**Pin placement**

(4 px per um) Pins as bars across the die edge, other pins in gray.
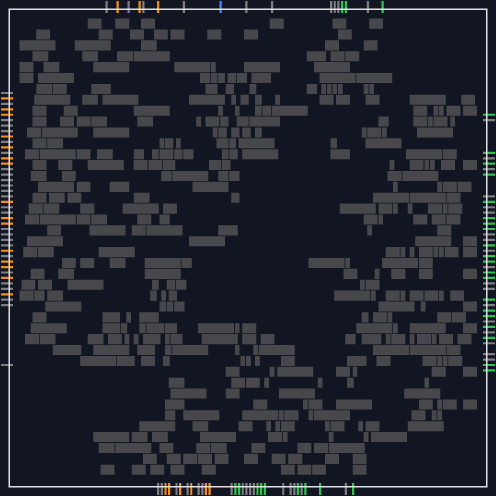
**Routed metal, one color a layer**

(2 px per um) Only two layers are drawn.
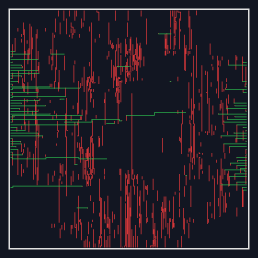
**Port wiring**

(2 px per um)
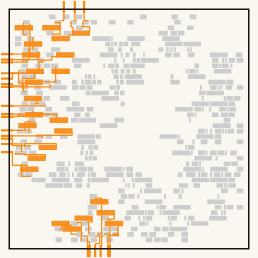
**Met2 routing**

(4 px per um)
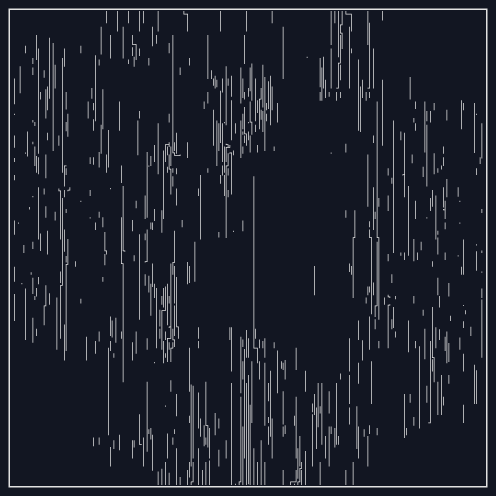
File: config.mk
export PLATFORM = sky130hd
export DESIGN_NAME = gpio_cmd_master
export DESIGN_NICKNAME = d
export VERILOG_FILES = /design/src/rtl/gpio_cmd_master_pkg.sv /design/src/rtl/gpio_cmd_master_strobe_gen.sv /design/src/rtl/gpio_cmd_master.sv
export SDC_FILE = /design/constraint.sdc
export NUM_CORES = 1
export LEC_CHECK = 0
export CORE_MARGIN = 2
export CORE_UTILIZATION = 25
export CTS_BUF_LIST = sky130_fd_sc_hd__clkbuf_4 sky130_fd_sc_hd__clkbuf_8
export DETAILED_ROUTE_END_ITERATION = 8
export PLACE_DENSITY = 0.49
export SLEW_MARGIN = 20
export SYNTH_ARGS = -nofsm -noshare
export SYNTH_HDL_FRONTEND = slang
export SYNTH_SLANG_ARGS = --single-unit
File: constraint.sdc
create_clock -name i_CLK -period 4 [get_ports i_CLK]
set_clock_uncertainty 0.1 [all_clocks]
set_input_delay 0.8 -clock i_CLK [delete_from_list [all_inputs] [get_ports i_CLK]]
set_output_delay 0.8 -clock i_CLK [all_outputs]
set_load 0.1 [all_outputs]
File: src/rtl/gpio_cmd_master_pkg.sv
// -----------------------------------------------------------------------------
// gpio_cmd_master_pkg
// Shared definitions for the GPIO command bus initiator and its consumer:
//   - opcode constants of the 3-bit GPIO command bus (also used by the
//     convolution control block)
//   - default bus widths
//   - state encodings of the command FSM and of the strobe sequencer
//   - opcode legality helper
// -----------------------------------------------------------------------------
package gpio_cmd_master_pkg;

    // Default widths of the GPIO command bus
    localparam int DATA_W_DEF  = 24;
    localparam int CTRL_W_DEF  = 3;
    localparam int RDATA_W_DEF = 32;

    // Opcodes understood by the control block
    localparam logic [2:0] KERNEL_LOAD  = 3'd0;
    localparam logic [2:0] IMGSIZE_LOAD = 3'd1;
    localparam logic [2:0] IMG_LOAD     = 3'd2;
    localparam logic [2:0] DATA_REQUEST = 3'd3;
    localparam logic [2:0] GO_TO_RUN    = 3'd4;

    // Command FSM states (top level)
    typedef enum logic [2:0] {
        CS_IDLE     = 3'd0,   // waiting for a command, ready high
        CS_SEQ      = 3'd1,   // strobe sequencer running SETUP/STROBE/GAP
        CS_BAD_OP   = 3'd2,   // illegal opcode, no bus activity
        CS_WAIT_EOP = 3'd3,   // go-to-run issued, waiting for EOP rising edge
        CS_RSP      = 3'd4    // response presented, waiting for consumer
    } cmd_state_e;

    // Strobe sequencer states
    typedef enum logic [1:0] {
        SS_IDLE   = 2'd0,
        SS_SETUP  = 2'd1,
        SS_STROBE = 2'd2,
        SS_GAP    = 2'd3
    } strobe_state_e;

    // Opcodes above GO_TO_RUN have no meaning on the bus
    function automatic logic op_is_legal(input logic [31:0] op);
        return (op <= 32'(GO_TO_RUN));
    endfunction

endpackage

File: src/rtl/gpio_cmd_master_strobe_gen.sv
// -----------------------------------------------------------------------------
// gpio_strobe_gen
// Times one GPIO transfer: SETUP_CYC cycles with valid low (ctrl/data already
// stable), STROBE_CYC cycles with valid high, then GAP_CYC cycles with valid
// low so the receiver's edge detector re-arms before the next strobe.
//
// Ports:
//   clk     in   clock
//   rst_n   in   asynchronous active-low reset
//   start   in   one-cycle request to begin a transfer (ignored while busy)
//   strobe  out  registered GPIO valid line
//   done    out  registered pulse, high during the last GAP cycle; the owner
//                samples read-back data and moves on at the end of that cycle
// -----------------------------------------------------------------------------
module gpio_strobe_gen
    import gpio_cmd_master_pkg::*;
#(
    parameter int SETUP_CYC  = 1,
    parameter int STROBE_CYC = 2,
    parameter int GAP_CYC    = 2
) (
    input  logic clk,
    input  logic rst_n,
    input  logic start,
    output logic strobe,
    output logic done
);

    localparam int MAX_A   = (SETUP_CYC > STROBE_CYC) ? SETUP_CYC : STROBE_CYC;
    localparam int MAX_CYC = (MAX_A > GAP_CYC) ? MAX_A : GAP_CYC;
    localparam int CNT_W   = $clog2(MAX_CYC + 1);

    strobe_state_e     state_r;
    logic [CNT_W-1:0]  cnt_r;
    logic [CNT_W-1:0]  cnt_inc_s;
    logic              strobe_r;
    logic              done_r;

    // Saturating increment of the phase counter
    always_comb begin
        cnt_inc_s = cnt_r;
        if (cnt_r == {CNT_W{1'b1}}) begin
            cnt_inc_s = cnt_r;
        end else begin
            cnt_inc_s = cnt_r + CNT_W'(1);
        end
    end

    // Phase sequencing; valid and done are set one edge ahead so both are registered
    always_ff @(posedge clk or negedge rst_n) begin
        if (!rst_n) begin
            state_r  <= SS_IDLE;
            cnt_r    <= {CNT_W{1'b0}};
            strobe_r <= 1'b0;
            done_r   <= 1'b0;
        end else begin
            done_r <= 1'b0;
            case (state_r)
                SS_IDLE: begin
                    strobe_r <= 1'b0;
                    cnt_r    <= {CNT_W{1'b0}};
                    if (start) begin
                        state_r <= SS_SETUP;
                    end
                end
                SS_SETUP: begin
                    if (cnt_r == CNT_W'(SETUP_CYC - 1)) begin
                        state_r  <= SS_STROBE;
                        cnt_r    <= {CNT_W{1'b0}};
                        strobe_r <= 1'b1;
                    end else begin
                        cnt_r <= cnt_inc_s;
                    end
                end
                SS_STROBE: begin
                    if (cnt_r == CNT_W'(STROBE_CYC - 1)) begin
                        state_r  <= SS_GAP;
                        cnt_r    <= {CNT_W{1'b0}};
                        strobe_r <= 1'b0;
                    end else begin
                        cnt_r <= cnt_inc_s;
                    end
                end
                SS_GAP: begin
                    if (cnt_r == CNT_W'(GAP_CYC - 1)) begin
                        state_r <= SS_IDLE;
                        cnt_r   <= {CNT_W{1'b0}};
                    end else begin
                        cnt_r <= cnt_inc_s;
                        // GAP_CYC >= 2, so the last gap cycle is always entered from here
                        if (cnt_r == CNT_W'(GAP_CYC - 2)) begin
                            done_r <= 1'b1;
                        end
                    end
                end
                default: begin
                    state_r  <= SS_IDLE;
                    cnt_r    <= {CNT_W{1'b0}};
                    strobe_r <= 1'b0;
                end
            endcase
        end
    end

    assign strobe = strobe_r;
    assign done   = done_r;

endmodule

File: src/rtl/gpio_cmd_master.sv
// -----------------------------------------------------------------------------
// gpio_cmd_master
// Host-side initiator of the 3-bit-opcode / 24-bit-data GPIO command bus.
// Takes commands from a valid/ready stream, drives ctrl/data, produces a clean
// rising edge on o_GPIOvalid, captures read-back for DATA_REQUEST, waits for
// the end-of-processing edge after GO_TO_RUN and returns one response per
// command on a valid/ready response stream.
//
// Optional build macro: CMD_TIMEOUT_EN -- bounds the EOP wait to TIMEOUT_CYC
// cycles and reports err=1 on expiry. Without it the wait is unbounded.
//
// Ports:
//   i_CLK, i_rst_n            clock, asynchronous active-low reset
//   i_cmd_valid/o_cmd_ready   command handshake (ready only in IDLE)
//   i_cmd_ctrl/i_cmd_data     opcode and payload
//   o_GPIOctrl/o_GPIOdata     registered opcode/payload to the control block
//   o_GPIOvalid               strobe to the control block
//   i_GPIOrdata               read-back data from the control block
//   i_EOP                     end-of-processing from the control block
//   o_rsp_valid/i_rsp_ready   response handshake
//   o_rsp_data                captured read-back for DATA_REQUEST, else 0
//   o_rsp_err                 illegal opcode or EOP timeout
// -----------------------------------------------------------------------------
module gpio_cmd_master
    import gpio_cmd_master_pkg::*;
#(
    parameter int DATA_W      = DATA_W_DEF,
    parameter int CTRL_W      = CTRL_W_DEF,
    parameter int RDATA_W     = RDATA_W_DEF,
    parameter int SETUP_CYC   = 1,
    parameter int STROBE_CYC  = 2,
    parameter int GAP_CYC     = 2,
    parameter int TIMEOUT_CYC = 1048576
) (
    input  logic               i_CLK,
    input  logic               i_rst_n,
    input  logic               i_cmd_valid,
    output logic               o_cmd_ready,
    input  logic [CTRL_W-1:0]  i_cmd_ctrl,
    input  logic [DATA_W-1:0]  i_cmd_data,
    output logic [CTRL_W-1:0]  o_GPIOctrl,
    output logic [DATA_W-1:0]  o_GPIOdata,
    output logic               o_GPIOvalid,
    input  logic [RDATA_W-1:0] i_GPIOrdata,
    input  logic               i_EOP,
    output logic               o_rsp_valid,
    input  logic               i_rsp_ready,
    output logic [RDATA_W-1:0] o_rsp_data,
    output logic               o_rsp_err
);

    // Timing parameters outside these bounds break the receiver's edge detection
    if (SETUP_CYC < 1 || STROBE_CYC < 1 || GAP_CYC < 2 || TIMEOUT_CYC < 1) begin : g_bad_params
        $error("gpio_cmd_master: illegal timing parameters");
    end

    cmd_state_e         state_r;
    logic               cmd_ready_r;
    logic [CTRL_W-1:0]  gpio_ctrl_r;
    logic [DATA_W-1:0]  gpio_data_r;
    logic               op_read_r;
    logic               op_run_r;
    logic               rsp_valid_r;
    logic [RDATA_W-1:0] rsp_data_r;
    logic               rsp_err_r;
    logic               eop_hist_r;

    logic               accept_s;
    logic               legal_s;
    logic               start_s;
    logic               eop_rise_s;
    logic               strobe_s;
    logic               seq_done_s;

`ifdef CMD_TIMEOUT_EN
    localparam int TO_W = $clog2(TIMEOUT_CYC + 1);
    logic [TO_W-1:0]    to_cnt_r;
`endif

    // Command handshake decode and sequencer launch
    always_comb begin
        accept_s   = 1'b0;
        legal_s    = 1'b0;
        start_s    = 1'b0;
        eop_rise_s = 1'b0;
        legal_s    = op_is_legal(32'(i_cmd_ctrl));
        if (state_r == CS_IDLE) begin
            accept_s = i_cmd_valid & cmd_ready_r;
        end else begin
            accept_s = 1'b0;
        end
        start_s    = accept_s & legal_s;
        eop_rise_s = i_EOP & ~eop_hist_r;
    end

    gpio_strobe_gen #(
        .SETUP_CYC  (SETUP_CYC),
        .STROBE_CYC (STROBE_CYC),
        .GAP_CYC    (GAP_CYC)
    ) u_strobe_gen (
        .clk    (i_CLK),
        .rst_n  (i_rst_n),
        .start  (start_s),
        .strobe (strobe_s),
        .done   (seq_done_s)
    );

    // Command FSM, bus registers, read-back capture and EOP handling
    always_ff @(posedge i_CLK or negedge i_rst_n) begin
        if (!i_rst_n) begin
            state_r     <= CS_IDLE;
            cmd_ready_r <= 1'b0;
            gpio_ctrl_r <= {CTRL_W{1'b0}};
            gpio_data_r <= {DATA_W{1'b0}};
            op_read_r   <= 1'b0;
            op_run_r    <= 1'b0;
            rsp_valid_r <= 1'b0;
            rsp_data_r  <= {RDATA_W{1'b0}};
            rsp_err_r   <= 1'b0;
            eop_hist_r  <= 1'b0;
`ifdef CMD_TIMEOUT_EN
            to_cnt_r    <= {TO_W{1'b0}};
`endif
        end else begin
            // History follows the line every cycle, so a level that is already
            // high when WAIT_EOP is entered is never mistaken for a new edge.
            eop_hist_r <= i_EOP;
            case (state_r)
                CS_IDLE: begin
                    if (accept_s) begin
                        cmd_ready_r <= 1'b0;
                        if (legal_s) begin
                            gpio_ctrl_r <= i_cmd_ctrl;
                            gpio_data_r <= i_cmd_data;
                            op_read_r   <= (i_cmd_ctrl == CTRL_W'(DATA_REQUEST));
                            op_run_r    <= (i_cmd_ctrl == CTRL_W'(GO_TO_RUN));
                            state_r     <= CS_SEQ;
                        end else begin
                            // Illegal opcode: bus registers keep the previous command
                            state_r <= CS_BAD_OP;
                        end
                    end else begin
                        cmd_ready_r <= 1'b1;
                    end
                end
                CS_SEQ: begin
                    if (seq_done_s) begin
                        if (op_run_r) begin
                            state_r <= CS_WAIT_EOP;
`ifdef CMD_TIMEOUT_EN
                            to_cnt_r <= {TO_W{1'b0}};
`endif
                        end else begin
                            state_r     <= CS_RSP;
                            rsp_valid_r <= 1'b1;
                            rsp_err_r   <= 1'b0;
                            // Last gap cycle: control block has had GAP_CYC cycles to drive read-back
                            rsp_data_r  <= op_read_r ? i_GPIOrdata : {RDATA_W{1'b0}};
                        end
                    end
                end
                CS_BAD_OP: begin
                    state_r     <= CS_RSP;
                    rsp_valid_r <= 1'b1;
                    rsp_err_r   <= 1'b1;
                    rsp_data_r  <= {RDATA_W{1'b0}};
                end
                CS_WAIT_EOP: begin
                    // An edge in the same cycle as the limit wins over the timeout
                    if (eop_rise_s) begin
                        state_r     <= CS_RSP;
                        rsp_valid_r <= 1'b1;
                        rsp_err_r   <= 1'b0;
                        rsp_data_r  <= {RDATA_W{1'b0}};
                    end
`ifdef CMD_TIMEOUT_EN
                    else if (to_cnt_r == TO_W'(TIMEOUT_CYC - 1)) begin
                        state_r     <= CS_RSP;
                        rsp_valid_r <= 1'b1;
                        rsp_err_r   <= 1'b1;
                        rsp_data_r  <= {RDATA_W{1'b0}};
                    end else if (to_cnt_r != {TO_W{1'b1}}) begin
                        to_cnt_r <= to_cnt_r + TO_W'(1);
                    end
`endif
                end
                CS_RSP: begin
                    if (i_rsp_ready) begin
                        state_r     <= CS_IDLE;
                        cmd_ready_r <= 1'b1;
                        rsp_valid_r <= 1'b0;
                        rsp_err_r   <= 1'b0;
                        rsp_data_r  <= {RDATA_W{1'b0}};
                    end
                end
                default: begin
                    state_r     <= CS_IDLE;
                    cmd_ready_r <= 1'b0;
                    rsp_valid_r <= 1'b0;
                    rsp_err_r   <= 1'b0;
                    rsp_data_r  <= {RDATA_W{1'b0}};
                end
            endcase
        end
    end

    assign o_cmd_ready = cmd_ready_r;
    assign o_GPIOctrl  = gpio_ctrl_r;
    assign o_GPIOdata  = gpio_data_r;
    assign o_GPIOvalid = strobe_s;
    assign o_rsp_valid = rsp_valid_r;
    assign o_rsp_data  = rsp_data_r;
    assign o_rsp_err   = rsp_err_r;

endmodule

==> flow_metrics.tcl <==
# place-and-route summary
set metrics [dict create \
    yosys_area_sq_um 3307 \
    worst_hold_slack_after_final_layout_ps 285.7 \
    postSynthAreaPerCell_sq_um 11.69 \
    seq-cell-share_pct 37.71 \
    total_neg_setup_slack_ps 0 \
    timing.final.hold_violations 0 \
    ys_top_cells_by_count "74 x dfrtp_1, 40 x nand2_1, 36 x inv_1, 33 x mux2i_1, 28 x mux2_2" \
    h-tree-depth 3 \
    met2WireLength_um 3298 \
    ys_warn_count 0 \
    remaining_design_rule_violation_count 0 \
    num_rows 42 \
    logic_area_sq_um 1229 \
    criticalPathCategory "reg -> out" \
    r2r-end "o_rsp_data[29]" \
    adder_share_pct 2.270 \
    max_freq_mhz 346.7 \
    slowest_cp_cell "clkdlybuf4s50_1" \
    num_tap_cells 176 \
    n_antenna_cell 0 \
    postCtsSetupBuffers 0 \
    setup_slack_ps 1115 \
    cp-end-kind "output port" \
    chipArea_sq_um 14160 \
    synthMuxAreaShare_pct 19.52 \
    area_share_clock_buf_inv_pct 3.236 \
    ys_top_cells_by_area "dfrtp_1 56%, mux2i_1 10%, mux2_2 9.5%" \
    numPlacedInstances 576 \
    yosysCellCount 283 \
    largest_class "flip-flops and latches" \
    synthesis.nets 353 \
    largest_family_of_logic_cells_by_area "multiplexers" \
    drive_gt1_share_pct 13.22 \
    number_of_flip_flops_under_the_largest_register_name 32 \
    reg2reg_from "state_r[1]" \
    fillCellCount 1279 \
    synth_top_cell_by_area "dfrtp_1" \
    syn_inst 283 \
    dpl_cell_area_sq_um 4732 \
    antenna_violating_nets_post_route 0 \
    synth.cellmix.compoundShare_pct 5.411 \
    critPathRequiredTime_ps 3100 \
    number_of_detailed_routing_iterations_run_before_antenna_repair 4 \
    final.min_clock_period_ps 2885 \
    critical_path_depth 1 \
    clk_latency_ps 360 \
    numSynthFlops 74 \
    crit_family "buffers and inverters" \
    worst-r2r-cell-count 5 \
    area.growth.synth_to_final_pct 48.51 \
    worst_setup_path_endpoint "o_cmd_ready" \
    largest_net_degree_at_the_start_of_global_routing 75 \
    critical_path.cell_chain "clkdlybuf4s50_1" \
    nNetsFinal 482 \
    groute.layer.met2.usage_pct 16.77 \
    ff_type "dfrtp_1" \
    worstPathMaxFanout 6 \
    clk_transition_reported_paths_ps 80 \
    grt_first_pass_wirelength_um 12880 \
    rsz0062_at_grt "no" \
    proportion_of_register_bits_with_asynchronous_set_or_reset_after_synthesis_pct 100.0 \
    multi_input_combinational_gate_total 159 \
    n_clock_buffer 9 \
    slew_viol_final 0 \
    use_met1_pct 14.34 \
    buffer_area_share_pct 26.80 \
    dpl_worst_slack_ps 1138 \
    core_area_sq_um 13090 \
    seq_area_sq_um 1852 \
    routedLengthMet1_um 3508 \
    type_of_origin_of_the_critical_path "flip-flop" \
    edff_count_synth 0 \
    first_iter_violations 80 \
    timing.critical_path.arrival_ps 1980 \
    place_hpwl_um 5327 \
    sequential_element_share_of_the_synthesized_area_pct 56.00 \
    post_synth_and_or_nand_nor_area_fraction_pct 9.913 \
    run_status "completed" \
    number_of_global_route_vias_before_repair 2597 \
    detail_route.vias_per_cell 4.137 \
    final_core_utilization_pct 37.53 \
    final_common_cell "clkdlybuf4s50_1" \
    globalRouteMet3Util_pct 5.843 \
    final_layout_top_logic_cells "125 x clkdlybuf4s50_1, 74 x dfrtp_1, 40 x nand2_1" \
    final.signal_inverter_count 36 \
    ff2ff_setup_slack_ps 1810 \
    crit_buf_inv 1 \
    comb_area_share_pct 25.02 \
    ys_types 36 \
    floorplanUtilization_pct 25.27 \
    route.top_layer_used "met4" \
    holdCritPathClass "in -> async" \
    maxCapViolations 0 \
    xor_share_pct 0 \
    cts_tree "yes" \
    cts_made_buffers 9 \
    post_route_cell_area_sq_um 4911 \
    holdBufCountCts 0 \
    met3RoutedLength_um 805 \
    setup_viol_count_final 0 \
    ctsRootBufferMaster "clkbuf_8" \
    netlist_area_sq_um 3307 \
    clock-sinks 74 \
    buffers_excl_clock 132 \
    timing.slew.headroom_pct 32.55 \
    tightestPinTransition_ps 1009 \
    grt_most_used_layer "met2" \
    log.warning_count 31 \
    grt-ovfl-total 0 \
    cts.repair.resized 0 \
    min_period_over_period_pct 72.12 \
    most_frequent_cell_after_synthesis "dfrtp_1" \
    routabilityCongestion 0.6877 \
    fin_cells 592 \
    critical_path.max_stage_delay_ps 1170 \
    seq_cell_count 74 \
    worstSetupStartpoint "o_cmd_ready" \
]
Notes on 'pin placement' above:
o_rsp_err -> blue  # pins 1, direction output, edge top
o_GPIOdata -> orange  # pins 24, direction output, edge 15 left, 6 bottom, 3 top
o_rsp_data -> green  # pins 32, direction output, edge 20 right, 9 bottom, 3 top
all pins by edge = 41 left, 38 right, 31 bottom, 17 top
count of buffers inserted at the top-level ports: 126
Die Span Y: 119.0 um
width of the die: 119.0 um

Notes on 'routed metal, one color a layer' above:
M2 -> red  # wire length 3300 um
M3 -> green  # wire length 805 um
global router's overall resource usage: 11.65%
Avg WL per Cell: 13.10 um
count of vias placed by the detailed router: 2449
post-detailed-routing wire length: 7756 um

Notes on 'port wiring' above:
o_GPIOdata -> orange  # direction output, end cells 24, buffers 24, wire 660 um
number of top-level design ports: 127

Notes on 'met2 routing' above:
main direction = vertical
nets with wire on the layer = 399
wire length on this layer = 3300 um
share of all routed wire = 43%

